===== config.mk =====
export PLATFORM = sky130hd
export DESIGN_NAME = lift_ctrl_n
export DESIGN_NICKNAME = d
export VERILOG_FILES = /design/src/rtl/lift_pkg.sv /design/src/rtl/lift_timer.sv /design/src/rtl/lift_ctrl_n.sv
export SDC_FILE = /design/constraint.sdc
export NUM_CORES = 1
export LEC_CHECK = 0
export CAP_MARGIN = 20
export CORE_MARGIN = 5
export CORE_UTILIZATION = 53
export CTS_CLUSTER_SIZE = 16
export DETAILED_ROUTE_END_ITERATION = 8
export GPL_TIMING_DRIVEN = 1
export PLACE_DENSITY = 0.87
export SLEW_MARGIN = 15
export SYNTH_ARGS = -nofsm -noshare
export SYNTH_HDL_FRONTEND = slang
export SYNTH_SLANG_ARGS = --single-unit

===== constraint.sdc =====
create_clock -name clk -period 3.56 [get_ports clk]
set_input_delay 0.712 -clock clk [delete_from_list [all_inputs] [get_ports clk]]
set_output_delay 0.712 -clock clk [all_outputs]
set_load 0.02 [all_outputs]

===== src/rtl/lift_pkg.sv =====
// Shared types and floor-mask helpers for the N-floor lift controller.
package lift_pkg;

  localparam int MAXF = 32;

  typedef enum logic [1:0] {
    IDLE      = 2'd0,
    MOVE_UP   = 2'd1,
    MOVE_DOWN = 2'd2,
    DOOR_OPEN = 2'd3
  } state_t;

  function automatic logic [MAXF-1:0] above_mask(input logic [31:0] idx);
    logic [MAXF-1:0] m;
    for (int i = 0; i < MAXF; i++) m[i] = (32'(i) > idx);
    return m;
  endfunction

  function automatic logic [MAXF-1:0] below_mask(input logic [31:0] idx);
    logic [MAXF-1:0] m;
    for (int i = 0; i < MAXF; i++) m[i] = (32'(i) < idx);
    return m;
  endfunction

endpackage


===== src/rtl/lift_timer.sv =====
// Up-counter with synchronous clear and terminal-count flag.
module lift_timer #(
  parameter int CYCLES = 4,
  localparam int CW = (CYCLES > 1) ? $clog2(CYCLES) : 1
) (
  input  logic clk,
  input  logic rst_n,
  input  logic en,
  input  logic clr,
  output logic tc
);

  logic [CW-1:0] count;

  always_ff @(posedge clk or negedge rst_n) begin
    if (!rst_n)   count <= '0;
    else if (clr) count <= '0;
    else if (en)  count <= count + 1'b1;
  end

  assign tc = (count == CW'(CYCLES - 1));

endmodule


===== src/rtl/lift_ctrl_n.sv =====
// N-floor lift controller: latched requests served with a SCAN policy,
// timed floor-to-floor travel and door dwell.
module lift_ctrl_n
  import lift_pkg::*;
#(
  parameter int NUM_FLOORS    = 8,
  parameter int TRAVEL_CYCLES = 4,
  parameter int DOOR_CYCLES   = 3,
  localparam int FW = $clog2(NUM_FLOORS)
) (
  input  logic                  clk,
  input  logic                  reset_n,
  input  logic [NUM_FLOORS-1:0] req,
  output logic [NUM_FLOORS-1:0] floor_onehot,
  output logic [FW-1:0]         floor_idx,
  output logic                  dir_up,
  output logic                  moving,
  output logic                  door_open,
  output logic                  arrive,
  output logic [NUM_FLOORS-1:0] pending
);

  localparam logic [NUM_FLOORS-1:0] ONE = NUM_FLOORS'(1);

  state_t state;

  logic [NUM_FLOORS-1:0] eff;
  logic [NUM_FLOORS-1:0] clr;
  logic [NUM_FLOORS-1:0] cur_oh;
  logic [NUM_FLOORS-1:0] nf_oh;
  logic [FW-1:0]         nf;
  logic up_any, dn_any;
  logic cur_hit, nf_hit, nf_more, req_cur;
  logic mv, trv_clr, trv_tc;
  logic dr_en, dr_clr, dr_tc;

  always_comb begin
    eff     = pending | req;
    cur_oh  = ONE << floor_idx;
    nf      = (state == MOVE_DOWN) ? floor_idx - 1'b1
                                   : floor_idx + 1'b1;
    nf_oh   = ONE << nf;
    up_any  = |(32'(eff) & above_mask(32'(floor_idx)));
    dn_any  = |(32'(eff) & below_mask(32'(floor_idx)));
    cur_hit = |(eff & cur_oh);
    req_cur = |(req & cur_oh);
    nf_hit  = |(eff & nf_oh);
    nf_more = (state == MOVE_DOWN)
            ? |(32'(eff) & below_mask(32'(nf)))
            : |(32'(eff) & above_mask(32'(nf)));
    mv      = (state == MOVE_UP) || (state == MOVE_DOWN);
    trv_clr = !mv || trv_tc;
    dr_en   = (state == DOOR_OPEN);
    dr_clr  = !dr_en || req_cur || dr_tc;
    clr     = '0;
    unique case (state)
      IDLE:      if (cur_hit) clr = cur_oh;
      MOVE_UP,
      MOVE_DOWN: if (trv_tc && nf_hit) clr = nf_oh;
      DOOR_OPEN: clr = cur_oh;
      default:   clr = '0;
    endcase
  end

  lift_timer #(.CYCLES(TRAVEL_CYCLES)) u_travel (
    .clk   (clk),
    .rst_n (reset_n),
    .en    (mv),
    .clr   (trv_clr),
    .tc    (trv_tc)
  );

  lift_timer #(.CYCLES(DOOR_CYCLES)) u_door (
    .clk   (clk),
    .rst_n (reset_n),
    .en    (dr_en),
    .clr   (dr_clr),
    .tc    (dr_tc)
  );

  always_ff @(posedge clk or negedge reset_n) begin
    if (!reset_n) begin
      state        <= IDLE;
      floor_idx    <= '0;
      floor_onehot <= ONE;
      dir_up       <= 1'b1;
      moving       <= 1'b0;
      door_open    <= 1'b0;
      arrive       <= 1'b0;
      pending      <= '0;
    end else begin
      pending <= (pending | req) & ~clr;
      arrive  <= 1'b0;
      unique case (state)
        IDLE: begin
          if (cur_hit) begin
            state     <= DOOR_OPEN;
            door_open <= 1'b1;
          end else if (up_any && (dir_up || !dn_any)) begin
            state  <= MOVE_UP;
            dir_up <= 1'b1;
            moving <= 1'b1;
          end else if (dn_any) begin
            state  <= MOVE_DOWN;
            dir_up <= 1'b0;
            moving <= 1'b1;
          end
        end
        MOVE_UP, MOVE_DOWN: begin
          if (trv_tc) begin
            floor_idx    <= nf;
            floor_onehot <= nf_oh;
            arrive       <= 1'b1;
            if (nf_hit) begin
              state     <= DOOR_OPEN;
              moving    <= 1'b0;
              door_open <= 1'b1;
            end else if (!nf_more) begin
              state  <= IDLE;
              moving <= 1'b0;
            end
          end
        end
        DOOR_OPEN: begin
          // a request at this floor keeps the door open
          if (dr_tc && !req_cur) begin
            state     <= IDLE;
            door_open <= 1'b0;
          end
        end
        default: state <= IDLE;
      endcase
    end
  end

endmodule


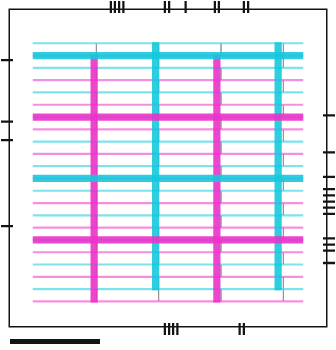
(supply network)
Scale bar: 20 µm. Pins as bars on the die edge. Tap cells in gray.
legend:
  VDD:
    color: cyan
  VSS:
    color: magenta
met4 straps: 4
rows: 21
signal pins: 33
tap cells: 46
chip width: 69.92 µm
core box area: 3416 µm²
Die Ht: 69.92 µm

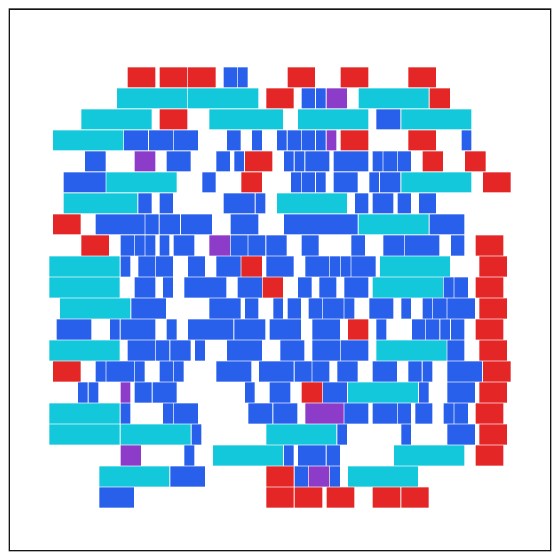
(cell classes on the final placement)
legend:
  clock drivers and dummy loads:
    color: purple
    cells: 8
    share_of_their_area: 2.6%
  remaining logic cells:
    color: blue
    cells: 162
    share_of_their_area: 49%
  remaining buffers and delay cells:
    color: red
    cells: 40
    share_of_their_area: 17%
  sequential cells:
    color: cyan
    cells: 29
    share_of_their_area: 32%
# rows: 21
Final Cell Area: 2346 µm²
post-layout util: 68.68%
sequential portion of the cell area: 31.04%

==> flow_summary.ini <==
; flow metrics
[final_timing]
rsz0062_at_grt = false
timing.slew.headroom_pct = 46.70
worst_pin_slew_ns = 0.7921
finalSetupViolCount = 0

[synthesis]
ys.flop_type = dfrtp_1
synthTopCellsByArea = dfrtp_1 (36%), ha_1 (7.9%), o21ai_0 (5.8%)
edf_count = 0
synthDominantCellAreaShare_pct = 35.50
syn_inst = 197

[pwr]
p_sw_w = 0.001115
power_density_nw_per_um2 = 991.1

[worst_setup_path]
path_max_fanout = 9
ff2ff_path_depth = 9
crit_family = AND-OR/OR-AND gates

[final_layout]
lay_top_cells = clkdlybuf4s50_1 (32), dfrtp_1 (27), o21ai_0 (22)
combGateArea_um2 = 1076

[outcome]
status = complete, no violations

[drt]
ant_nets = 0

[clocking]
clkTransAtPathRegs_ns = 0.09

[grt]
grt_max_degree = 30
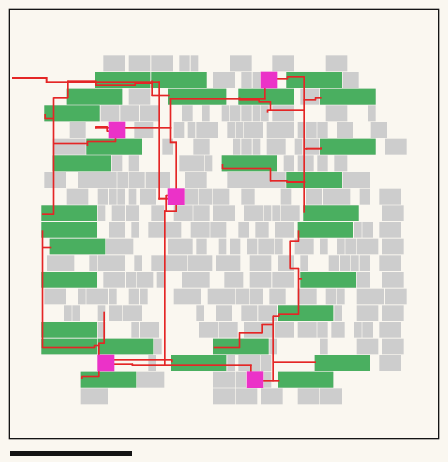
(clock network drawn from the DEF)
Scale bar: 20 µm.
legend:
  flip-flops:
    color: green
    count: 29
  clock-net drivers:
    color: magenta
    count: 5
  clock wires:
    color: red
    length: 393 µm
routed clock nets: 6
flops lie: widely spread
Clock Skews: 0.004535 ns
clk_lat worst skew: 0.33 ns
P_clk: 0.000208 W

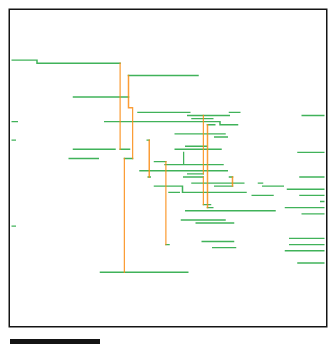
(metal layers overlaid)
Scale bar: 20 µm. Only two layers are drawn.
legend:
  M3:
    color: green
    wire_length: 403 µm
  M4:
    color: orange
    wire_length: 129 µm
final WL: 4928 µm
Tot GR Track Use: 21.17%

[through the flow]
| stage | hold slack, ns | setup WS [ns] |
|---|---|---|
| global placement | 0.4131 | 0.3924 |
| finish | 0.4376 | 0.4485 |
| CTS | 0.4425 | 0.4755 |
| detailed placement | 0.4232 | 0.3120 |
| floorplan | 0.4006 | 0.2966 |
| global route | 0.4727 | 0.3794 |
[logic make-up (layout without fill, tap and decap cells)]
group,Yosys count,in the layout,synth area share (%)
AOI/OAI and AO/OA,72,72,27.22
and+or+nand+nor,51,51,12.16
buffers and inverters,18,60,5.195
DFF,29,29,38.26
muxes,11,11,7.035
adders and majority gates,12,12,7.889
xor gates and xnor gates,4,4,2.236
[worst register-to-register path, stage by stage, from the launching register on]
cell       delay [ns]
dfrtp_1          0.36
clkinv_1         0.30
ha_1             0.58
xor2_2           0.24
o21ai_2          0.07
a2111o_1         0.42
a2111o_1         0.42
o2111ai_2        0.11
o211a_4          0.21
mux2_4           0.30
[final timing paths]
kind / from / to / slack, ns
max: floor_idx[0] / state[0] / 0.45
min: u_door.count[0] / u_door.count[0] / 0.44
max reg2reg: floor_idx[0] / state[0] / 0.45
min reg2reg: u_door.count[0] / u_door.count[0] / 0.44
max in group asynchronous: reset_n / floor_onehot[0] / 2.49
min in group asynchronous: reset_n / arrive / 0.75
[routing by layer]
layer	global-route usage (%)	wire (µm)	up-vias
met2	32.63	2292	86
met4	8.723	129	0
met1	28.29	2102	843
met3	5.308	403	19
met5	0	0	-
li1	-	-	817
[layout make-up]
| type | count | share of cell area [%] |
|---|---|---|
| repair buffers | 40 | 16.21 |
| well taps | 46 | 2.453 |
| flip-flops and latches | 29 | 31.04 |
| inverters | 12 | 1.920 |
| multi-input cells | 150 | 45.87 |
| clock buffers | 8 | 2.507 |
Power and IR drop assume default switching activity.
